--- src/rtl/packet_arbiter_if.sv ---
// Handshake bundle between four packet requesters, the arbiter and the shared router.
interface packet_arbiter_if #(
   parameter int PKT_W = 13,
   parameter int CNT_W = 16
);
   logic [3:0]         in_valid;
   logic [4*PKT_W-1:0] in_packet;
   logic [3:0]         in_ready;
   logic               out_valid;
   logic [PKT_W-1:0]   out_packet;
   logic               out_ready;
   logic [1:0]         out_grant;
   logic [CNT_W-1:0]   pkt_cnt;

   modport master (
      output in_valid, in_packet, out_ready,
      input  in_ready, out_valid, out_packet, out_grant, pkt_cnt
   );

   modport slave (
      input  in_valid, in_packet, out_ready,
      output in_ready, out_valid, out_packet, out_grant, pkt_cnt
   );
endinterface

--- src/rtl/packet_arbiter.sv ---
// Four-way round-robin packet arbiter: a requester holds the grant from first beat
// to eop, and beats pass through a single registered output stage.
module packet_arbiter #(
   parameter int PKT_W = 13,
   parameter int CNT_W = 16
) (
   input  logic              clk,
   input  logic              reset,
   packet_arbiter_if.slave   bus
);
   typedef enum logic {IDLE, LOCKED} state_t;

   state_t             state_q, state_d;
   logic [1:0]         rr_q, rr_d;
   logic [1:0]         lock_q, lock_d;
   logic               out_valid_q, out_valid_d;
   logic [PKT_W-1:0]   out_packet_q, out_packet_d;
   logic [1:0]         out_grant_q, out_grant_d;
   logic [CNT_W-1:0]   cnt_q, cnt_d;

   logic [1:0]         grant;
   logic [1:0]         idx;
   logic               grant_vld;
   logic               load_ok;
   logic               accept;
   logic [PKT_W-1:0]   beat;

   // A locked requester keeps the grant even while its in_valid is low.
   always_comb begin
      grant     = '0;
      grant_vld = 1'b0;
      idx       = '0;
      if (state_q == LOCKED) begin
         grant     = lock_q;
         grant_vld = 1'b1;
      end else begin
         for (int unsigned k = 0; k < 4; k++) begin
            idx = rr_q + 2'(k);
            if (!grant_vld && bus.in_valid[idx]) begin
               grant     = idx;
               grant_vld = 1'b1;
            end
         end
      end
   end

   assign load_ok      = !out_valid_q || bus.out_ready;
   assign beat         = bus.in_packet[int'(grant)*PKT_W +: PKT_W];
   assign accept       = grant_vld && bus.in_valid[grant] && load_ok;
   assign bus.in_ready = (grant_vld && load_ok && !reset) ? (4'b0001 << grant) : '0;

   always_comb begin
      state_d      = state_q;
      rr_d         = rr_q;
      lock_d       = lock_q;
      out_valid_d  = out_valid_q;
      out_packet_d = out_packet_q;
      out_grant_d  = out_grant_q;
      cnt_d        = cnt_q;

      if (out_valid_q && bus.out_ready && out_packet_q[PKT_W-1] && (cnt_q != '1))
         cnt_d = cnt_q + CNT_W'(1);

      if (accept) begin
         out_valid_d  = 1'b1;
         out_packet_d = beat;
         out_grant_d  = grant;
         if (beat[PKT_W-1]) begin
            state_d = IDLE;
            rr_d    = grant + 2'd1;
         end else begin
            state_d = LOCKED;
            lock_d  = grant;
         end
      end else if (load_ok) begin
         out_valid_d = 1'b0;
      end
   end

   always_ff @(posedge clk or posedge reset) begin
      if (reset) begin
         state_q      <= IDLE;
         rr_q         <= '0;
         lock_q       <= '0;
         out_valid_q  <= 1'b0;
         out_packet_q <= '0;
         out_grant_q  <= '0;
         cnt_q        <= '0;
      end else begin
         state_q      <= state_d;
         rr_q         <= rr_d;
         lock_q       <= lock_d;
         out_valid_q  <= out_valid_d;
         out_packet_q <= out_packet_d;
         out_grant_q  <= out_grant_d;
         cnt_q        <= cnt_d;
      end
   end

   assign bus.out_valid  = out_valid_q;
   assign bus.out_packet = out_packet_q;
   assign bus.out_grant  = out_grant_q;
   assign bus.pkt_cnt    = cnt_q;
endmodule

--- src/flat_wrapper.sv ---
// flat-port wrapper written by rule: the top's interface ports become plain ports
module packet_arbiter_flat 
#(
   parameter int PKT_W = 13,
   parameter int CNT_W = 16
)
  (clk, reset, bus_in_valid, bus_in_packet, bus_out_ready, bus_in_ready, bus_out_valid, bus_out_packet, bus_out_grant, bus_pkt_cnt);
  packet_arbiter_if #(.PKT_W(PKT_W), .CNT_W(CNT_W)) bus_i ();
  input  logic clk;
  input  logic reset;
  input wire logic [$bits(bus_i.in_valid)-1:0] bus_in_valid;
  input wire logic [$bits(bus_i.in_packet)-1:0] bus_in_packet;
  input wire logic [$bits(bus_i.out_ready)-1:0] bus_out_ready;
  output wire logic [$bits(bus_i.in_ready)-1:0] bus_in_ready;
  output wire logic [$bits(bus_i.out_valid)-1:0] bus_out_valid;
  output wire logic [$bits(bus_i.out_packet)-1:0] bus_out_packet;
  output wire logic [$bits(bus_i.out_grant)-1:0] bus_out_grant;
  output wire logic [$bits(bus_i.pkt_cnt)-1:0] bus_pkt_cnt;
  assign bus_i.in_valid = bus_in_valid;
  assign bus_i.in_packet = bus_in_packet;
  assign bus_i.out_ready = bus_out_ready;
  assign bus_in_ready = bus_i.in_ready;
  assign bus_out_valid = bus_i.out_valid;
  assign bus_out_packet = bus_i.out_packet;
  assign bus_out_grant = bus_i.out_grant;
  assign bus_pkt_cnt = bus_i.pkt_cnt;
  packet_arbiter #(.PKT_W(PKT_W), .CNT_W(CNT_W)) u_core (.clk(clk), .reset(reset), .bus(bus_i));
endmodule
--- config.mk ---
export PLATFORM = sky130hd
export DESIGN_NAME = packet_arbiter_flat
export DESIGN_NICKNAME = d
export VERILOG_FILES = /design/src/rtl/packet_arbiter_if.sv /design/src/rtl/packet_arbiter.sv /design/src/flat_wrapper.sv
export SDC_FILE = /design/constraint.sdc
export NUM_CORES = 1
export LEC_CHECK = 0
export ABC_AREA = 1
export CAP_MARGIN = 40
export CORE_MARGIN = 4
export CORE_UTILIZATION = 30
export DETAILED_ROUTE_END_ITERATION = 10
export HOLD_SLACK_MARGIN = 0.1
export PLACE_DENSITY = 0.66
export SLEW_MARGIN = 15
export SYNTH_ARGS = -nofsm -noshare
export SYNTH_HDL_FRONTEND = slang
export SYNTH_SLANG_ARGS = --single-unit
--- constraint.sdc ---
create_clock -name clk -period 5.6 [get_ports clk]
set_clock_uncertainty 0.05 [all_clocks]
set_input_delay 1.12 -clock clk [delete_from_list [all_inputs] [get_ports clk]]
set_output_delay 1.12 -clock clk [all_outputs]
set_load 0.05 [all_outputs]
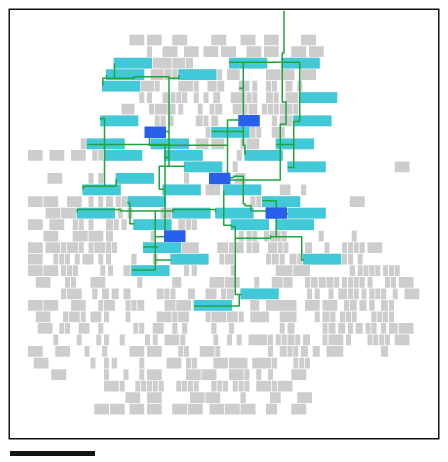
Run 1: clock network drawn from the DEF
The bar under the picture is 20 um long.
clock wires: in green, length 478 um. clock-net drivers: in blue, count 5. flip-flops: in cyan, count 37.
There are 6 routed clock nets.

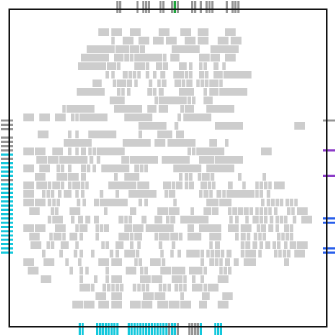
Run 1: pin placement
Pins as bars across the die edge, other pins in gray.
bus_out_valid: in green, pins 1, direction output, edge top. bus_in_valid: in blue, pins 4, direction input, edge right. bus_in_packet: in cyan, pins 52, direction input, edge 30 bottom, 22 left. bus_out_grant: in purple, pins 2, direction output, edge right.
All pins by edge: 36 bottom, 31 left, 21 top, 7 right.

==> run notes, run 1 <==
On the backend side, the flow ran end to end.

The final timing report lists a max-slew violation count of 0. The critical path data arrival time stands at slightly below 4 ns. The buffer count excluding the clock tree in the final layout stands at 97. Per the final report, the share of cell area in clock cells is 0.0247.

The pre-antenna-repair detailed-routing pass consisted of 4 iterations. The multi-input logic portion of the cell area stands at 0.386. The placement report lists the number of port buffers as 94.

The power report puts the net switching power at 1.31 mW. The area growth from synthesis to layout stands at 42.6%. The flow ran to the end, and the final reports show no timing, DRC or antenna violations. Per the slew report, the remaining headroom to the max-slew limit stands at 0.641. Endpoints with negative setup slack in the final report add up to 0. The leakage power of the design stands at 1.94 nW.

The number of unique standard cell types used by synthesis stands at 25. Looking at the group totals, the largest power group turns out to be combinational cells. The power report lists the sequential group at 0.444 mW. The number of H-tree levels stands at 2.

For this design the top-level I/O count stands at 95. For the final routed database, the setup TNS stands at 0 ns. The number of non-clock inverters in the layout stands at 42.

Once routing completed, OpenROAD measured the worst setup slack at between 0.5 and 0.6 ns. The initial antenna violation count is 0. The number of cells on the critical path stands at 16.

Yosys mapped a number of flops with a built-in enable equal to 0. The number of well taps stands at 105. The longest clock path from root to sink contains 2 buffers. The via count of the first global-routing pass stands at roughly 2.6k. The area share of buffers outside the clock network stands at 0.259. The worst hold slack stands at 0.434 ns. The insertion delay at the late pin of the worst-skew pair stands at 0.29 ns. The script logs the mean routed wire length per placed instance as 12.4 um. The report lists the cells along the critical path as clkdlybuf4s50_1 -> inv_1 -> nand2_1 -> nand3_1 -> nand2_1 -> nor2_2 -> nand3_1 -> nand2_1 -> inv_1 -> nand2_1 -> nand2_4 -> inv_4 -> ha_1 -> inv_1 -> nor2_1 -> clkdlybuf4s50_1. The number of buffers added by the clock tree synthesis step stands at 5. CTS saw 37 sinks. From left edge to right edge, the die measures 101 um.

Tracing the worst setup path back leads to its startpoint at bus_in_valid[3]. The synthesized instance count stands at 387. Detailed routing inserted a total of about 2.7k vias.

Among all cell types in the netlist, the one instantiated most often is nand2_1. Counting instances, the worst hold path has a depth of 2. Entering global routing, the biggest net connects 38 pins. In the finished design, the share of the clock period the worst path needs comes to 0.902. The fraction of cell area in sequential cells is reported as 0.251.

The share of the Yosys chip area taken by registers is 0.357. According to the finish report, the design has a final net count of between 500 and 600. The final hold violation count recorded for this run is 0. Combinational cells consume a total of between 1.5 and 2 mW.

The net count entering floorplan stands at 451. Leaving out buffers and inverters, the combinational logic in the layout accounts for ~0.0014 mm2. The netlist area before placement stands at about 0.0026 mm2. In this run the clock root is driven by a clkbuf_8. In this design, the largest share of critical-path delay is due to buffers and inverters.

The number of cell rows stands at 33. The worst setup path is of the input pin to output port kind. Per STA, the endpoint of the critical path is bus_in_ready[0]. The number of sequential storage elements stands at 37. The data required time of the critical path stands at around 4.4 ns.

The number of antenna diodes in the final layout is 0. For this run, the detailed router reports a per-instance via density of 4.62. Per the layout report, the design carries 5 clock buffers.
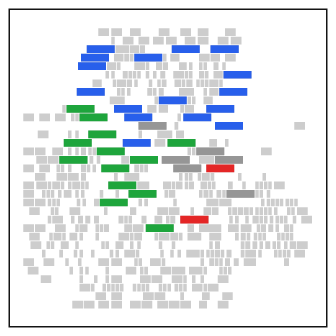
Run 1: register map, names as in the netlist
Other sequential cells in the stronger gray, the rest of the logic in the fainter gray.
u_core.rr_q: in red, sequential cells 2. u_core.bus.out_packet: in green, sequential cells 13. u_core.bus.pkt_cnt: in blue, sequential cells 16.
Another 6 sequential cells are not colored.

-- run 1: cells by family (layout without fill, tap and decap cells) --
kind of cell | Yosys count | after routing | synth area share
fa+ha+maj | 5 | 5 | 0.0242
compound gates | 16 | 16 | 0.0435
buf+inv | 54 | 147 | 0.0918
xor+xnor | 14 | 14 | 0.0473
flops | 37 | 37 | 0.357
simple gates | 261 | 261 | 0.436
-- run 1: metal layers --
metal  vias up  track usage  wire length (um)
met3         0       0.0318               400
met4         0       0.0297                 0
met2        69        0.255              3780
met1      1253        0.186              3050
met5         -            0                 0
li1       1382            -                 -
-- run 1: flip-flops by register name, summed over array words and instances (netlist names) --
name / flops
u_core.bus.pkt_cnt: 16
u_core.bus.out_packet: 13
u_core.bus.out_grant: 2
u_core.lock_q: 2
u_core.rr_q: 2
u_core.bus.out_valid: 1
u_core.state_q: 1
==> run 2, diff against run 1 <==
Settings changed: CORE_UTILIZATION 30 to 45, PLACE_DENSITY 0.66 to 0.89.
==> run 2 against run 1 <==
Sequential cell count unchanged. Sequential share of layout area grew 0.32 points. Clock power shrank 2%. Non-clock buffer count unchanged. Utilization up 21 points. Die area decreased by 31%. Register-to-register slack better by 0.03 ns. Critical path depth unchanged. Sequential power about the same. Critical endpoint unchanged. Largest power group unchanged.
==> run notes, run 2 <==
On the backend side, the flow ran end to end.

The run finished with clean final reports. The cell depth of the worst hold path stands at 2. The cell-mix breakdown from Yosys lists the adder-cell area share as 0.0242. The fraction of area in clock buffers and inverters stands at 0.0237. The critical path data arrival time stands at between 3 and 4 ns. For reference, the critical path is launched at bus_in_valid[1]. Post-CTS timing repair inserted 0 buffers for setup.

The tally of max-capacitance violations stands at 0. The number of non-clock inverters in the layout stands at 42. Before antenna repair, the detailed router went through 5 iterations.

The leakage power in the latest report is about 2 nW. The share of the clock period used by the worst path stands at 0.915. For reference, the most critical setup path is categorized as input pin to output port. Tap insertion was completed with 72 tapcells. Counting flops with a built-in enable in the synthesized netlist gives 0. The wire length per cell after detailed routing stands at 12.6 um. Per the post-CTS timing run, clock transition at the registers of the reported paths is 0.07 ns.

Of the total synthesized cell area, the portion taken by AND-OR and OR-AND cells is 0.0435. Per the layout area report, the sequential fraction of cell area is 0.254. In the post-route analysis, the smallest setup slack over all paths is 0.477 ns. Per the post-synthesis report, the nets total ~450. The count of antenna diodes in the layout stands at 0. The worst hold path belongs to the class register to register. The global routing stage identified its most utilized layer as met2. The proportion of synthesized chip area in sequential cells stands at 0.357. The initial antenna violation count stands at 0. The areal power density over the cells stands at 627 mW/mm2. The post-synthesis area per instance stands at 6.69 um2. According to the timing report, the data required time at the worst endpoint equals 4.43 ns.

The number of top-level pins stands at ~95. The first global-routing pass estimated 11.7 mm of wire. The area share of buffers outside the clock network stands at 0.263.

CTS placed an instance of clkbuf_8 at the clock tree root. The total negative slack for setup checks stands at 0 ns. Of the combinational cells, the family taking the most area is simple AND/OR/NAND/NOR gates. The multi-input logic portion of the cell area stands at 0.391. The most common cell in the synthesized netlist is nand2_1. Ranked by total cell area, the synthesized netlist is headed by dfrtp_1 (36%), nand2_1 (27%), nand3_1 (6.8%). The register with the most flip-flops in the layout has 16 of them.

Entering global routing, the biggest net connects 38 pins. The length of routed met2 wiring stands at 3.61 mm. The number of remaining DRC errors stands at 0.

According to the CTS report, the clock sink count is 37. The final number of hold-violating endpoints stands at 0. At the end of the flow, the number of nets in the layout was about 540. According to the floorplan report, the die width is roughly 84 um. From bottom edge to top edge, the die measures between 80 and 90 um.

The number of H-tree levels stands at 2. The worst pin sits at a relative slew slack of 0.630. The worst setup path is captured at an output port. In this run, the synthesized area fraction spent on xor and xnor cells is recorded as 0.0473. The number of antenna-violating nets in the routed design stands at 0. The insertion delay at the late pin of the worst-skew pair stands at ~0.28 ns. The netlist area before placement stands at roughly 0.0026 mm2.

The number of unique standard cell types used by synthesis stands at 25. The number of cell rows stands at 27. The combinational share of power stands at 0.726. The wire length on met1 stands at 2.72 mm.

The script logs the ratio of routed vias to standard cells as 5.03. The final setup violation count stands at 0. Buffers inserted during clock tree synthesis total 5. Sequential cells placed in the final layout were counted as 37. In the final report, the number of pins over their slew limit comes to 0. Input and output buffers added on the ports amount to 94.

Synthesis handed over a netlist of 387 instances. The proportion of synthesized area in mux cells stands at 0. The area growth from synthesis to layout stands at 40.8%. The power report puts the net switching power at 1.30 mW. The flow reports power dissipated in sequential cells as 0.442 mW. The largest cell class by area is logic gates. The simple-gate share of the synthesized area stands at 0.436.

Of the total power, the share spent switching nets is 0.569. CTS reports a maximum clock tree buffer depth of 2. The tightest hold path in the finished design has a slack of 0.429 ns.

In the global route stage, met3 resource usage came out at 0.0365. The weighted congestion reported at the end of routability-driven placement stands at slightly below 0.9. Setup repair after global routing left no endpoint under its margin. The clock buffers instantiated in the layout total 7. The combinational power reported by the tool is 1.66 mW. For this run, global-route usage on met1 was measured as 0.222. The slew at the pin closest to its max-slew limit stands at 0.554 ns. Of all power groups, the one with the highest power is combinational cells. The die area stands at around 0.0070 mm2. The global routing report lists combined usage of all routing layers as 0.198. Summed over all nets, wire length on met3 after detailed routing comes to 393 um.

The design draws 2.29 mW. OpenROAD emitted warnings numbering 29. After detailed routing, no signal wire sits above met4. The final timing report derives a shortest allowable period of 5.12 ns. The via count of the first global-routing pass was 2656. The buffer count excluding the clock tree in the final layout stands at 97. For this block, the via count after detailed routing is 2774. On met2, the global router reports a usage of 0.361. The area of the multi-input gates stands at 0.00143 mm2.
[run 2: worst max-delay path: stages]
cell and delay, ns:
clkdlybuf4s50_1 0.45, inv_1 0.09, nand2_1 0.10, nand3_1 0.13, nand2_1 0.10, nor2_2 0.15, nand3_1 0.08, nand2_1 0.07
inv_1 0.04, nand2_1 0.09, nand2_4 0.16, inv_4 0.22, ha_1 0.19, inv_1 0.05, nor2_1 0.09, clkdlybuf4s50_1 0.81
[run 2: worst max path at each step]
stage                       to  slack (ns)  cells past startpoint
6_report       bus_in_ready[0]        0.48                     16
4_1_cts        bus_in_ready[0]        0.52                     16
2_1_floorplan  bus_in_ready[0]        1.39                     15
3_5_place_dp   bus_in_ready[0]        0.53                     16
3_3_place_gp   bus_in_ready[0]        0.63                     16
5_1_grt        bus_in_ready[0]        0.33                     16
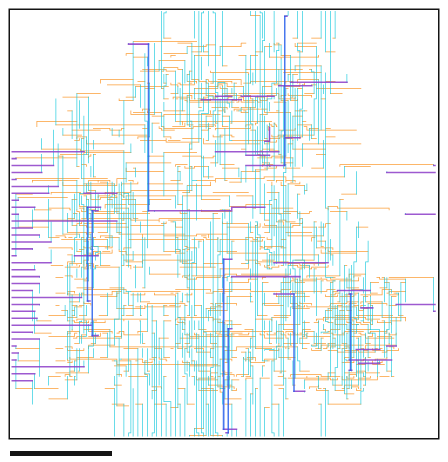
Run 2: metal layers overlaid
The bar under the picture is 20 um long.
M3: in purple, wire length 394 um. M1: in orange, wire length 2720 um. M2: in cyan, wire length 3610 um. M4: in blue, wire length 192 um.

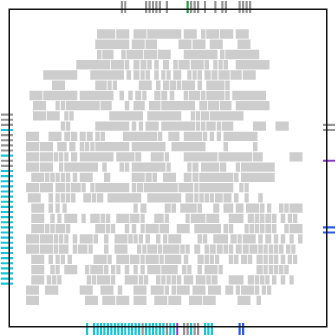
Run 2: pin placement
Pins as bars across the die edge, other pins in gray.
bus_out_valid: in green, pins 1, direction output, edge top. bus_in_packet: in cyan, pins 52, direction input, edge 27 bottom, 25 left. bus_in_valid: in blue, pins 4, direction input, edge 2 bottom, 2 right. bus_out_grant: in purple, pins 2, direction output, edge 1 bottom, 1 right.

No activity file was given, so power comes from the tool's default toggle rates.
